$ cat config.mk
export PLATFORM = sky130hd
export DESIGN_NAME = overcurrent_monitor
export DESIGN_NICKNAME = d
export VERILOG_FILES = /design/src/rtl/oc_pkg.sv /design/src/rtl/oc_channel.sv /design/src/rtl/overcurrent_monitor.sv
export SDC_FILE = /design/constraint.sdc
export NUM_CORES = 1
export LEC_CHECK = 0
export CORE_MARGIN = 1
export CORE_UTILIZATION = 55
export DETAILED_ROUTE_END_ITERATION = 8
export PLACE_DENSITY = 0.74
export SETUP_SLACK_MARGIN = 0.02
export SYNTH_ARGS = -nofsm -noshare
export SYNTH_HDL_FRONTEND = slang
export SYNTH_HIERARCHICAL = 1
export SYNTH_SLANG_ARGS = --single-unit
$ cat constraint.sdc
create_clock -name clk -period 2.2 [get_ports clk]
set_input_delay 0.22 -clock clk [delete_from_list [all_inputs] [get_ports clk]]
set_output_delay 0.22 -clock clk [all_outputs]
set_load 0.02 [all_outputs]
$ cat src/rtl/oc_pkg.sv
// rtl/oc_pkg.sv - shared types and constants for the overcurrent monitor
// Contents:
//   oc_state_t             per-channel protection state
//   OC_CURRENT_MAX_DEFAULT default trip threshold in ADC counts
//   HYST_EN                1 when built with OC_HYSTERESIS_EN defined, else 0
//   cnt_w()                width of a counter that must hold 0..limit (at least 1 bit)
package oc_pkg;

  typedef enum logic [1:0] {
    NORMAL  = 2'd0,
    PENDING = 2'd1,
    TRIPPED = 2'd2,
    LOCKOUT = 2'd3
  } oc_state_t;

  localparam int OC_CURRENT_MAX_DEFAULT = 2500;

`ifdef OC_HYSTERESIS_EN
  localparam bit HYST_EN = 1'b1;
`else
  localparam bit HYST_EN = 1'b0;
`endif

  function automatic int cnt_w(input int limit);
    return (limit < 1) ? 1 : $clog2(limit + 1);
  endfunction

endpackage

$ cat src/rtl/oc_channel.sv
// rtl/oc_channel.sv - one overcurrent channel: debounce, trip, cooldown, retry, lockout
// Ports:
//   clk, rst_n     clock, asynchronous active-low reset
//   sample_valid   strobe qualifying sample
//   sample         ADC current sample for this channel
//   fault_clr      level clear; overrides everything, returns the channel to NORMAL
//   trip           registered; channel driver must be disabled
//   lockout        registered; retries exhausted, waiting for fault_clr
// Macro OC_HYSTERESIS_EN (via oc_pkg::HYST_EN) enables the release band below CURRENT_MAX.
module oc_channel
  import oc_pkg::*;
#(
  parameter int DATA_W      = 12,
  parameter int CURRENT_MAX = OC_CURRENT_MAX_DEFAULT,
  parameter int TIME_LIMIT  = 1000000,
  parameter int RETRY_DELAY = 5000000,
  parameter int MAX_RETRIES = 3,
  parameter int HYST        = 100
) (
  input  logic              clk,
  input  logic              rst_n,
  input  logic              sample_valid,
  input  logic [DATA_W-1:0] sample,
  input  logic              fault_clr,
  output logic              trip,
  output logic              lockout
);

  localparam int DW  = cnt_w(TIME_LIMIT);
  localparam int CW  = cnt_w(RETRY_DELAY);
  localparam int RW  = cnt_w(MAX_RETRIES);
  // Without hysteresis the release level equals the trip level, so every
  // non-over sample also counts as a release sample.
  localparam int REL = HYST_EN ? (CURRENT_MAX - HYST) : CURRENT_MAX;

  localparam logic [DW-1:0] DEB_LAST  = DW'(TIME_LIMIT - 1);
  localparam logic [CW-1:0] COOL_LAST = CW'(RETRY_DELAY - 1);
  localparam logic [RW-1:0] RETRY_MAX = RW'(MAX_RETRIES);

  oc_state_t     state;
  logic [DW-1:0] deb_cnt;
  logic [CW-1:0] cool_cnt;
  logic [RW-1:0] retry_cnt;

  int   samp;
  logic over;
  logic release_ok;

  assign samp       = int'(sample);
  assign over       = (samp > CURRENT_MAX);
  assign release_ok = (samp <= REL);

  always_ff @(posedge clk or negedge rst_n) begin
    if (!rst_n) begin
      state     <= NORMAL;
      deb_cnt   <= '0;
      cool_cnt  <= '0;
      retry_cnt <= '0;
      trip      <= 1'b0;
      lockout   <= 1'b0;
    end else if (fault_clr) begin
      state     <= NORMAL;
      deb_cnt   <= '0;
      cool_cnt  <= '0;
      retry_cnt <= '0;
      trip      <= 1'b0;
      lockout   <= 1'b0;
    end else begin
      case (state)
        NORMAL, PENDING: begin
          if (sample_valid) begin
            if (over) begin
              // deb_cnt never exceeds TIME_LIMIT-1, so this sample is the last one needed.
              if (deb_cnt >= DEB_LAST) begin
                state    <= TRIPPED;
                deb_cnt  <= '0;
                cool_cnt <= '0;
                trip     <= 1'b1;
              end else begin
                deb_cnt <= deb_cnt + DW'(1);
                state   <= PENDING;
              end
            end else if (release_ok) begin
              deb_cnt <= '0;
              state   <= NORMAL;
            end
            // Samples inside the hysteresis band hold both count and state.
          end
        end
        TRIPPED: begin
          // Trip was raised on entry with cool_cnt = 0, so it stays high for
          // exactly RETRY_DELAY cycles before this branch resolves.
          if (cool_cnt >= COOL_LAST) begin
            cool_cnt <= '0;
            if (retry_cnt < RETRY_MAX) begin
              retry_cnt <= retry_cnt + RW'(1);
              state     <= NORMAL;
              trip      <= 1'b0;
            end else begin
              state   <= LOCKOUT;
              lockout <= 1'b1;
            end
          end else begin
            cool_cnt <= cool_cnt + CW'(1);
          end
        end
        LOCKOUT: begin
          trip    <= 1'b1;
          lockout <= 1'b1;
        end
      endcase
    end
  end

endmodule

$ cat src/rtl/overcurrent_monitor.sv
// rtl/overcurrent_monitor.sv - multi-channel overcurrent protection top level
// Ports:
//   clk, rst_n     clock, asynchronous active-low reset
//   sample_valid   one-cycle strobe; current_in valid for all channels
//   current_in     packed samples, channel i at [i*DATA_W +: DATA_W]
//   fault_clr      per-channel clear, level-sampled
//   trip           per-channel registered trip
//   lockout        per-channel registered lockout
//   any_trip       combinational OR of trip
// Macro OC_HYSTERESIS_EN enables the release hysteresis band of HYST counts.
module overcurrent_monitor
  import oc_pkg::*;
#(
  parameter int NUM_CH      = 4,
  parameter int DATA_W      = 12,
  parameter int CURRENT_MAX = OC_CURRENT_MAX_DEFAULT,
  parameter int TIME_LIMIT  = 1000000,
  parameter int RETRY_DELAY = 5000000,
  parameter int MAX_RETRIES = 3,
  parameter int HYST        = 100
) (
  input  logic                     clk,
  input  logic                     rst_n,
  input  logic                     sample_valid,
  input  logic [NUM_CH*DATA_W-1:0] current_in,
  input  logic [NUM_CH-1:0]        fault_clr,
  output logic [NUM_CH-1:0]        trip,
  output logic [NUM_CH-1:0]        lockout,
  output logic                     any_trip
);

  for (genvar i = 0; i < NUM_CH; i++) begin : g_ch
    oc_channel #(
      .DATA_W      (DATA_W),
      .CURRENT_MAX (CURRENT_MAX),
      .TIME_LIMIT  (TIME_LIMIT),
      .RETRY_DELAY (RETRY_DELAY),
      .MAX_RETRIES (MAX_RETRIES),
      .HYST        (HYST)
    ) u_ch (
      .clk          (clk),
      .rst_n        (rst_n),
      .sample_valid (sample_valid),
      .sample       (current_in[i*DATA_W +: DATA_W]),
      .fault_clr    (fault_clr[i]),
      .trip         (trip[i]),
      .lockout      (lockout[i])
    );
  end

  assign any_trip = |trip;

endmodule
Placement by cell class:
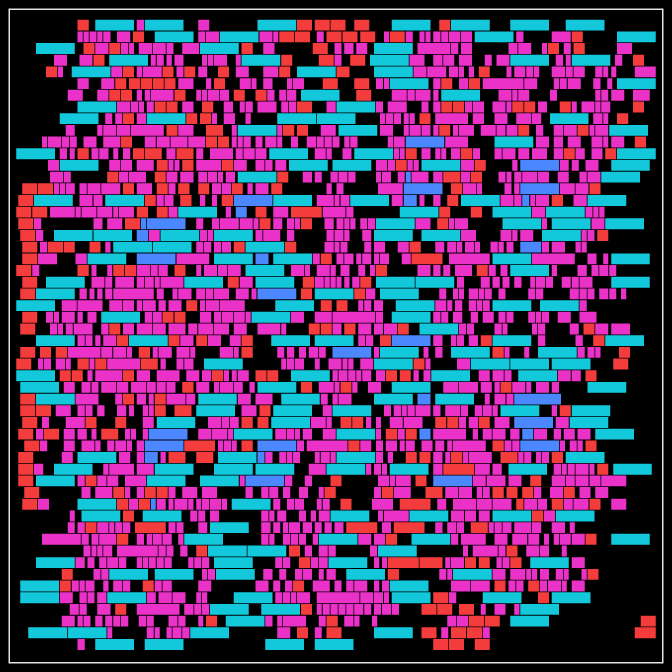
red -> remaining buffers and delay cells  # cells 307
magenta -> remaining logic cells  # cells 1138
blue -> clock drivers and dummy loads  # cells 32
cyan -> sequential cells  # cells 196

Clock routing:
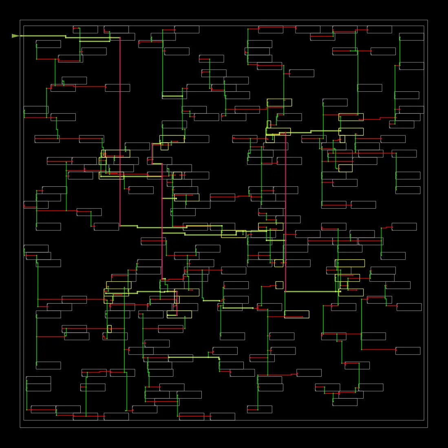
P_clk: 3.02 mW
clock sink count: 196
cts bufs inserted: 17
clock skew: 16.1 ps
clock buffers: 21

Routed clock nets over the placement:
The bar under the picture is 50 microns long.
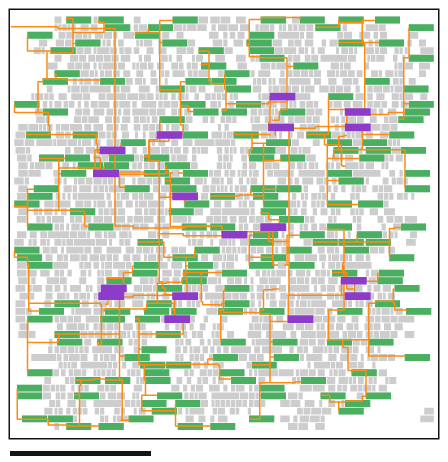
purple -> clock-net drivers  # count 17
green -> flip-flops  # count 196
orange -> clock wires  # length 2490 microns
routed clock nets = 18

==> qor.csv <==
stage,metric,value,unit
power_and_ir_drop,cellLeakagePower,6.77,nW
power_and_ir_drop,seq_power_share,41.9,%
finish,seq_cells,196,
yosys,synth.top_cell.area_share,39.8,%
power_and_ir_drop,finalPower,9.50,mW
yosys,synth-seq-cells,196,
finish,largest-register,g_ch.u_ch/cool_cnt,
global_routing,grt_pass1_vias,11400,
yosys,topCombFamilyByArea,AND-OR/OR-AND gates,
place,io_buffers,63,
yosys,synth.area.top_cells,"dfrtp_1 (40%), o21ai_0 (5.1%), nand2_1 (4.6%), nand3_1 (3.7%), nor2_1 (3.2%)",
final_timing,fin_tns_setup,-13.0,ps
run_status,violations,setup timing,
setup_path,arrival,2560,ps
yosys,edf_count,0,
finish,largest_reg_flops,92,
finish,fill_cells,1598,
yosys,compound_area_share,28.3,%
setup_path,worstRegToRegCells,7,
die,die_area,0.0230,sq mm
power_and_ir_drop,powerSeq,3.98,mW
route,drtPass1Iterations,7,
final_timing,worst_slack,-8.12,ps
yosys,ys_sh_simple,26.3,%
setup_path,crit_slowest_cell,a311o_2,
global_routing,use_met3,3.95,%
yosys,yosys-stat-area,0.0123,sq mm
yosys,syn_avg_cell_area,8.94,sq um
route,drc_errors,0,
yosys,syn_inst,1380,
global_routing,gr-usage-all-layers,28.5,%
yosys,synth_top_cell_by_area,dfrtp_1,
die,core_area,0.0219,sq mm
setup_path,crit_required,2550,ps
finish,nNonClkInverters,26,
finish,design_area,0.0159,sq mm
yosys,synth-async-reset-ratio,100,%
finish,dominant-cell-class,logic gates,
global_routing,grtUsageMet2,46.7,%
yosys,syn_area,0.0123,sq mm
route,ant_nets,0,
die,die_x,152,microns
yosys,ys_seq_share,39.8,%
yosys,ys_warn_count,6,
flow_run,drv_cap,0,
finish,n_antenna_cell,0,
final_timing,setup_viol,2,
yosys,ff_type,dfrtp_1,
die,fp_util,56.4,%
power_and_ir_drop,powerDensity,598,mW/mm^2
power_and_ir_drop,top_power_group,sequential cells,
setup_path,critPathLaunchType,register,
setup_path,critPathMaxStageDelay,460,ps
clock_network,cts_buffer_depth,2,
worst_hold_path,hold_class,primary input to async pin,
final_timing,hold_viol,0,
run_status,status,"complete, but fails checks",
clock_network,cts_setup_buffers,16,
place,dp.cells,1879,
final_timing,rsz0062_at_grt,yes,
power_and_ir_drop,p_comb_share,26.3,%
final_timing,slew_viol_final,0,
final_timing,worst_hold_slack,259,ps
place,gp_congestion,0.926,
clock_network,ctsHoldBuffers,1,
route,top_layer,met4,
yosys,synth.distinct_cells,83,
clock_network,h-tree-depth,4,
power_and_ir_drop,vdd_drop_max,0.479,mV
global_routing,grtUsageMet1,37.8,%
final_timing,min_period,2210,ps
setup_path,crit_cells,7,
Logic cells by family:
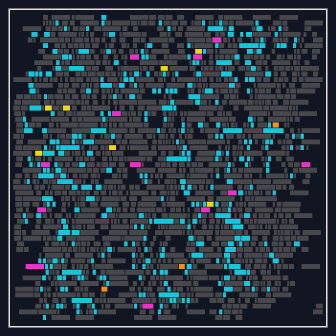
yellow -> mux cells  # cells 7, most used mux2i_1
cyan -> aoi and oai cells  # cells 314, most used o21ai_0, where widely spread
orange -> xor and xnor cells  # cells 3, most used xnor2_1
magenta -> fa/ha/maj cells  # cells 12, most used ha_1

Where the registers sit:
Other sequential cells in the stronger grey, the rest of the logic in the fainter grey.
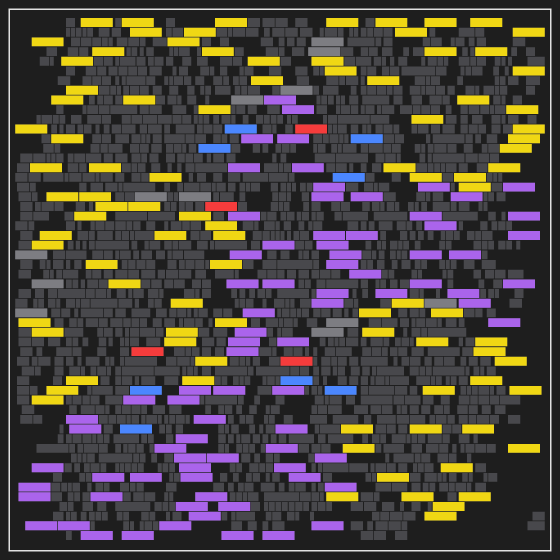
yellow -> g_ch.u_ch/cool_cnt  # flops 92, where widely spread
blue -> g_ch.u_ch/state  # flops 8
red -> g_ch.u_ch/trip  # flops 4, where centre
purple -> g_ch.u_ch/deb_cnt  # flops 80, where widely spread
not coloured = 12

Power figures rest on the tool's default switching activity, not on a simulated workload.
